**config.mk**
```make
export PLATFORM = sky130hd
export DESIGN_NAME = cache_miss_controller
export DESIGN_NICKNAME = d
export VERILOG_FILES = /design/src/rtl/cache_miss_controller.sv
export SDC_FILE = /design/constraint.sdc
export NUM_CORES = 1
export LEC_CHECK = 0
export CAP_MARGIN = 30
export CELL_PAD_IN_SITES_DETAIL_PLACEMENT = 0
export CELL_PAD_IN_SITES_GLOBAL_PLACEMENT = 1
export CORE_MARGIN = 8
export CORE_UTILIZATION = 35
export CTS_BUF_LIST = sky130_fd_sc_hd__clkbuf_2 sky130_fd_sc_hd__clkbuf_4 sky130_fd_sc_hd__clkbuf_8
export CTS_CLUSTER_SIZE = 8
export DETAILED_ROUTE_END_ITERATION = 10
export HOLD_SLACK_MARGIN = 0.12
export PLACE_DENSITY_LB_ADDON = 0.1
export SLEW_MARGIN = 20
export SYNTH_ARGS = -nofsm -noshare
export SYNTH_HDL_FRONTEND = slang
export SYNTH_SLANG_ARGS = --single-unit
```
**constraint.sdc**
```tcl
create_clock -name clk -period 4.91 [get_ports clk]
set_input_delay 0.491 -clock clk [delete_from_list [all_inputs] [get_ports clk]]
set_output_delay 0.491 -clock clk [all_outputs]
set_load 0.05 [all_outputs]
```
**src/rtl/cache_miss_controller.sv**
```systemverilog
`default_nettype none
// ============================================================================
// Module   : cache_miss_controller
// Purpose  : Sequencing FSM for a 4-way set-associative cache built around an
//            external tag comparator. Latches the CPU request and drives the
//            comparator. On a hit it acknowledges the CPU. On a miss it picks a
//            victim (lowest invalid way, else tree-PLRU), writes the victim back
//            if it is dirty, refills the line and updates the tag array. Holds
//            the valid, dirty and PLRU state for every set.
// Ports    : clk, rst                 clock, synchronous active-high reset
//            cpu_req/we/addr/ack      CPU side ({tag, set} address)
//            busy                     high whenever the FSM is not idle
//            cmp_tag/set/inv          to comparator and tag RAM
//            hit, hit_way, way_tags   from comparator and tag RAM
//            tag_we, tag_way          tag array write strobe / way
//            mem_req/we/addr/ack      memory side (we=1 writeback, we=0 refill)
//            hit_cnt, miss_cnt        saturating lookup statistics (optional)
// Options  : define CACHE_STATS_EN to add the hit_cnt / miss_cnt outputs.
// Revision : 1.0 - initial release
// ============================================================================
module cache_miss_controller #(
  parameter int TAG_W = 12,
  parameter int IDX_W = 2
) (
  input  logic                   clk,
  input  logic                   rst,
  input  logic                   cpu_req,
  input  logic                   cpu_we,
  input  logic [TAG_W+IDX_W-1:0] cpu_addr,
  output logic                   cpu_ack,
  output logic                   busy,
  output logic [TAG_W-1:0]       cmp_tag,
  output logic [IDX_W-1:0]       cmp_set,
  output logic [3:0]             cmp_inv,
  input  logic                   hit,
  input  logic [1:0]             hit_way,
  input  logic [4*TAG_W-1:0]     way_tags,
  output logic                   tag_we,
  output logic [1:0]             tag_way,
  output logic                   mem_req,
  output logic                   mem_we,
  output logic [TAG_W+IDX_W-1:0] mem_addr,
  input  logic                   mem_ack
`ifdef CACHE_STATS_EN
  ,
  output logic [15:0]            hit_cnt,
  output logic [15:0]            miss_cnt
`endif
);

  localparam int SETS   = 2**IDX_W;
  localparam int ADDR_W = TAG_W + IDX_W;

  typedef enum logic [2:0] {
    S_IDLE      = 3'd0,
    S_LOOKUP    = 3'd1,
    S_WRITEBACK = 3'd2,
    S_REFILL    = 3'd3,
    S_UPDATE    = 3'd4
  } state_t;

  state_t                 state_q;
  logic                   we_q;
  logic [TAG_W-1:0]       tag_q;
  logic [IDX_W-1:0]       set_q;
  logic [1:0]             victim_q;
  logic [SETS-1:0][3:0]   valid_q;
  logic [SETS-1:0][3:0]   dirty_q;
  logic [SETS-1:0][2:0]   plru_q;
  logic                   ack_q;
  logic                   tag_we_q;
  logic                   mem_req_q;
  logic                   mem_we_q;
  logic [ADDR_W-1:0]      mem_addr_q;
`ifdef CACHE_STATS_EN
  logic [15:0]            hit_cnt_q;
  logic [15:0]            miss_cnt_q;
`endif

  // Per-set views of the latched set and the victim choice for a miss
  logic [3:0]             set_valid_d;
  logic [3:0]             set_dirty_d;
  logic [2:0]             set_plru_d;
  logic [1:0]             victim_d;
  logic [TAG_W-1:0]       victim_tag_d;

  // b0 points at the colder half, b1/b2 at the colder way inside each half
  function automatic logic [2:0] plru_touch(input logic [2:0] b, input logic [1:0] w);
    logic [2:0] r;
    r    = b;
    r[0] = ~w[1];
    if (w[1] == 1'b0) r[1] = ~w[0];
    else              r[2] = ~w[0];
    return r;
  endfunction

  function automatic logic [1:0] plru_victim(input logic [2:0] b);
    if (b[0]) return b[2] ? 2'd3 : 2'd2;
    else      return b[1] ? 2'd1 : 2'd0;
  endfunction

  always_comb begin
    set_valid_d = valid_q[set_q];
    set_dirty_d = dirty_q[set_q];
    set_plru_d  = plru_q[set_q];
    victim_d    = plru_victim(set_plru_d);
    // Descending scan so the lowest-index invalid way wins over PLRU
    for (int w = 3; w >= 0; w--) begin
      if (!set_valid_d[w]) victim_d = 2'(w);
    end
    victim_tag_d = way_tags[int'(victim_d)*TAG_W +: TAG_W];
  end

  always_ff @(posedge clk) begin
    if (rst) begin
      state_q    <= S_IDLE;
      we_q       <= 1'b0;
      tag_q      <= '0;
      set_q      <= '0;
      victim_q   <= '0;
      valid_q    <= '0;
      dirty_q    <= '0;
      plru_q     <= '0;
      ack_q      <= 1'b0;
      tag_we_q   <= 1'b0;
      mem_req_q  <= 1'b0;
      mem_we_q   <= 1'b0;
      mem_addr_q <= '0;
`ifdef CACHE_STATS_EN
      hit_cnt_q  <= '0;
      miss_cnt_q <= '0;
`endif
    end else begin
      ack_q    <= 1'b0;
      tag_we_q <= 1'b0;
      case (state_q)
        S_IDLE: begin
          if (cpu_req) begin
            tag_q   <= cpu_addr[ADDR_W-1:IDX_W];
            set_q   <= cpu_addr[IDX_W-1:0];
            we_q    <= cpu_we;
            state_q <= S_LOOKUP;
          end
        end
        S_LOOKUP: begin
          if (hit) begin
            ack_q          <= 1'b1;
            plru_q[set_q]  <= plru_touch(set_plru_d, hit_way);
            if (we_q) dirty_q[set_q][hit_way] <= 1'b1;
            state_q        <= S_IDLE;
`ifdef CACHE_STATS_EN
            if (hit_cnt_q != 16'hFFFF) hit_cnt_q <= hit_cnt_q + 16'd1;
`endif
          end else begin
            victim_q  <= victim_d;
            mem_req_q <= 1'b1;
            if (set_valid_d[victim_d] && set_dirty_d[victim_d]) begin
              mem_we_q   <= 1'b1;
              mem_addr_q <= {victim_tag_d, set_q};
              state_q    <= S_WRITEBACK;
            end else begin
              mem_we_q   <= 1'b0;
              mem_addr_q <= {tag_q, set_q};
              state_q    <= S_REFILL;
            end
`ifdef CACHE_STATS_EN
            if (miss_cnt_q != 16'hFFFF) miss_cnt_q <= miss_cnt_q + 16'd1;
`endif
          end
        end
        S_WRITEBACK: begin
          // mem_req stays high straight into the refill transfer
          if (mem_ack && mem_req_q) begin
            dirty_q[set_q][victim_q] <= 1'b0;
            mem_we_q                 <= 1'b0;
            mem_addr_q               <= {tag_q, set_q};
            state_q                  <= S_REFILL;
          end
        end
        S_REFILL: begin
          if (mem_ack && mem_req_q) begin
            mem_req_q <= 1'b0;
            tag_we_q  <= 1'b1;
            state_q   <= S_UPDATE;
          end
        end
        S_UPDATE: begin
          valid_q[set_q][victim_q] <= 1'b1;
          dirty_q[set_q][victim_q] <= we_q;
          plru_q[set_q]            <= plru_touch(set_plru_d, victim_q);
          ack_q                    <= 1'b1;
          state_q                  <= S_IDLE;
        end
        default: state_q <= S_IDLE;
      endcase
    end
  end

  assign cpu_ack  = ack_q;
  assign busy     = (state_q != S_IDLE);
  assign cmp_tag  = tag_q;
  assign cmp_set  = set_q;
  assign cmp_inv  = ~set_valid_d;
  assign tag_we   = tag_we_q;
  assign tag_way  = victim_q;
  assign mem_req  = mem_req_q;
  assign mem_we   = mem_we_q;
  assign mem_addr = mem_addr_q;
`ifdef CACHE_STATS_EN
  assign hit_cnt  = hit_cnt_q;
  assign miss_cnt = miss_cnt_q;
`endif

endmodule
`default_nettype wire

```
### Power grid

(3 px per um) Pins as bars on the die edge.
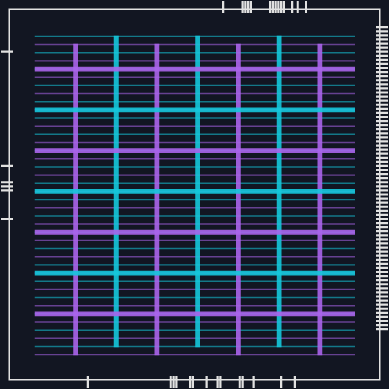
legend:
  purple:
    net: VSS
  cyan:
    net: VDD
signal pins: 109
met1 rails: 40
met5 straps: 7
rows: 39
die height: 123 um
Peak supply drop: 0.144 mV

### Logic cells by family

(2 px per um)
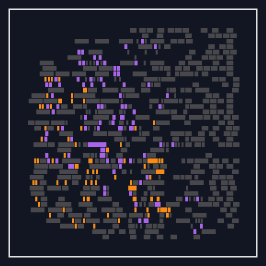
legend:
  orange:
    family: nor cells
    cells: 71
    most_used: nor2_1
  purple:
    family: aoi and oai cells
    cells: 83
    most_used: a21oi_1
most common logic cell in the routed design: clkdlybuf4s50_1
Post-Layout Cell Count: 691

### The clock network

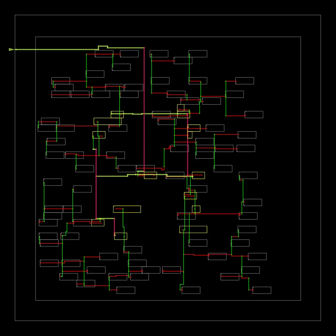
Insertion Delay late pin: 0.35 ns
CTS sink count: 82
flip-flops: 82
clock buf count: 10

### Clock network drawn from the DEF

(2 px per um)
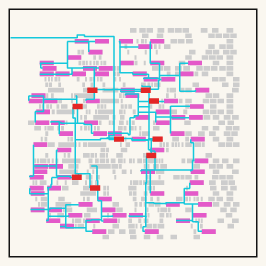
legend:
  red:
    item: clock drivers
    count: 9
  magenta:
    item: flip-flops
    count: 82
  cyan:
    item: clock wires
    length: 1160 um
flops lie: spread over the die
routed clock nets: 10
clk_skew: 0.0104 ns
Clock Power Share: 39.0%
Clock net power: 592 uW

==> changes_impl.md <==
### Metrics

- Via count: 3649
- Non-clock buffers: 114
- Crit-path max FO: 23
- RD Place Congestion: 0.851
- Worst Setup Start Kind: flip-flop
- Design area: roughly 5400 um2
- Final WL: approximately 13000 um
- Layout cells sized above 1: 7.30%
- Syn Nets: 515
- Flop area: 1640 um2
- Synth area leader: dfxtp_1
- R2R Setup Slk: around 1.8 ns
- N_taps: 143
- # setup viols final: 0
- CTS H-tree lvls: 3
- Synth Instances: approximately 450
- Hold Path Sink: valid_q[11]
- Hold crit path type: reg2reg
- DRT iter0 DRCs: 207
- Floorplan Utilization: 35.4%
- Die footprint: 15100 um2
- Critical Path End Type: output pin
- GR Util met3: 5.02%
- Placed cell area: 5160 um2
- CP Class: reg2out
- Sw Share: about 26%
- Post-synth seq share: 40.9%
- Remaining antenna violation count after routing: 0
- Share of the synthesized area in the top cell type: 40.9%
- Core ar.: 11300 um2
- Status: finished, final reports clean
- Internal cell power: 1.12 mW
- Mapped Area: ~4000 um2
- Top area cell types: dfxtp_1 (41%), mux2i_1 (13%), a21oi_1 (6.7%)
- Mux frac, synth: 20.3%
- Slew headroom: 36.9%
- # hold bufs at CTS: 0
- Initial antenna violation count: 0
- Synth Area in XOR/XNOR: 0.218%
- Count of input and output buffers: about 110
- Antenna Cells: 0
- Reg-to-Reg End: mem_addr[4]
- # nets final: around 600
- Basic Gates by Area: 18.9%
- Die Width: about 120 um
- Hold Crit Start: valid_q[11]
- EDFF count, synth: 0
- Met1 usage: roughly 22%
- FP Rows: 39
- Sequential power: 700 uW
- Vias per cell: around 5.3
- Routing usage on met2: 27.1%
- Combinational fraction of the cell area: between 40% and 50%
- Sequential share of cell area: 30.4%
- Synth unique cells: 44
- Reg2Reg Depth: 7
- Total tool warning count: 26
- Tot GR Track Use: 17.0%
- Hpwl dp: 10000 um
- Main flop type: dfxtp_1
- Number of post-CTS setup repair buffers: 0
- Grt total ovfl: 0
- Adder Share, Synth: 0%
- Clock-cell share of area: 4.35%
- Ports: 109
- Complex Gates by Area: 15.4%
- Comb power frac: 14.9%
- Seq pwr share: approximately 46%
- Top power group: registers
- Yosys warning count: 0
- Post-synth ARST share: 0%
- Synthesized area per cell: ~9.0 um2
- M1 WL: ~6000 um
- # Cells Yosys: ~450
- Clock-pin transition on the worst setup and hold timing paths: 0.08 ns
- Crit path to: cmp_inv[1]
- Met3 WL post-DR: 1150 um
- CTS Buf Count: 9
- Hold Worst Slack: roughly 0.47 ns
- Main logic family after synthesis: multiplexers
cell usage in the layout, fill, tap and decap left out, drive strengths merged, types with 2 or more instances in the layout:
| cell type | n |
|---|---|
| bufinv | 3 |
| mux2i | 54 |
| nand2b | 6 |
| and2 | 15 |
| nor2 | 56 |
| inv | 7 |
| o31ai | 3 |
| clkinv | 2 |
| nand2 | 61 |
| a21oi | 54 |
| clkbuf | 10 |
| o21a | 2 |
| a221o | 12 |
| nor3 | 7 |
| a211oi | 2 |
| or3 | 2 |
| clkdlybuf4s50 | 107 |
| nand4b | 2 |
| mux4 | 11 |
| o21ai | 19 |
| dfxtp | 82 |
| nor2b | 5 |
| or2 | 2 |
| nand3b | 2 |
| buf | 7 |
| nand3 | 3 |
cells in the mapped netlist (2+ instances only):
| cell type | instances |
|---|---|
| nor2_1 | 56 |
| mux4_2 | 7 |
| clkbuf_1 | 18 |
| nand3_1 | 2 |
| nor2b_1 | 5 |
| o21a_1 | 2 |
| a211oi_1 | 2 |
| or3_1 | 2 |
| nand2_1 | 60 |
| nand3b_1 | 2 |
| mux2i_1 | 54 |
| and2_1 | 15 |
| buf_2 | 2 |
| dfxtp_1 | 82 |
| o21ai_1 | 10 |
| nand2b_1 | 6 |
| a21oi_1 | 54 |
| o21ai_0 | 9 |
| a221o_1 | 12 |
| inv_2 | 2 |
| buf_6 | 4 |
| nand4b_1 | 2 |
| nor3_1 | 7 |
| inv_1 | 5 |
| o31ai_1 | 3 |
| mux4_1 | 4 |
critical path, stage by stage (launching register included):
cell	delay [ns]
dfxtp_1	0.95
mux4_1	0.72
inv_1	0.17
clkdlybuf4s50_1	0.84
No activity file was given, so power comes from the tool's default toggle rates.
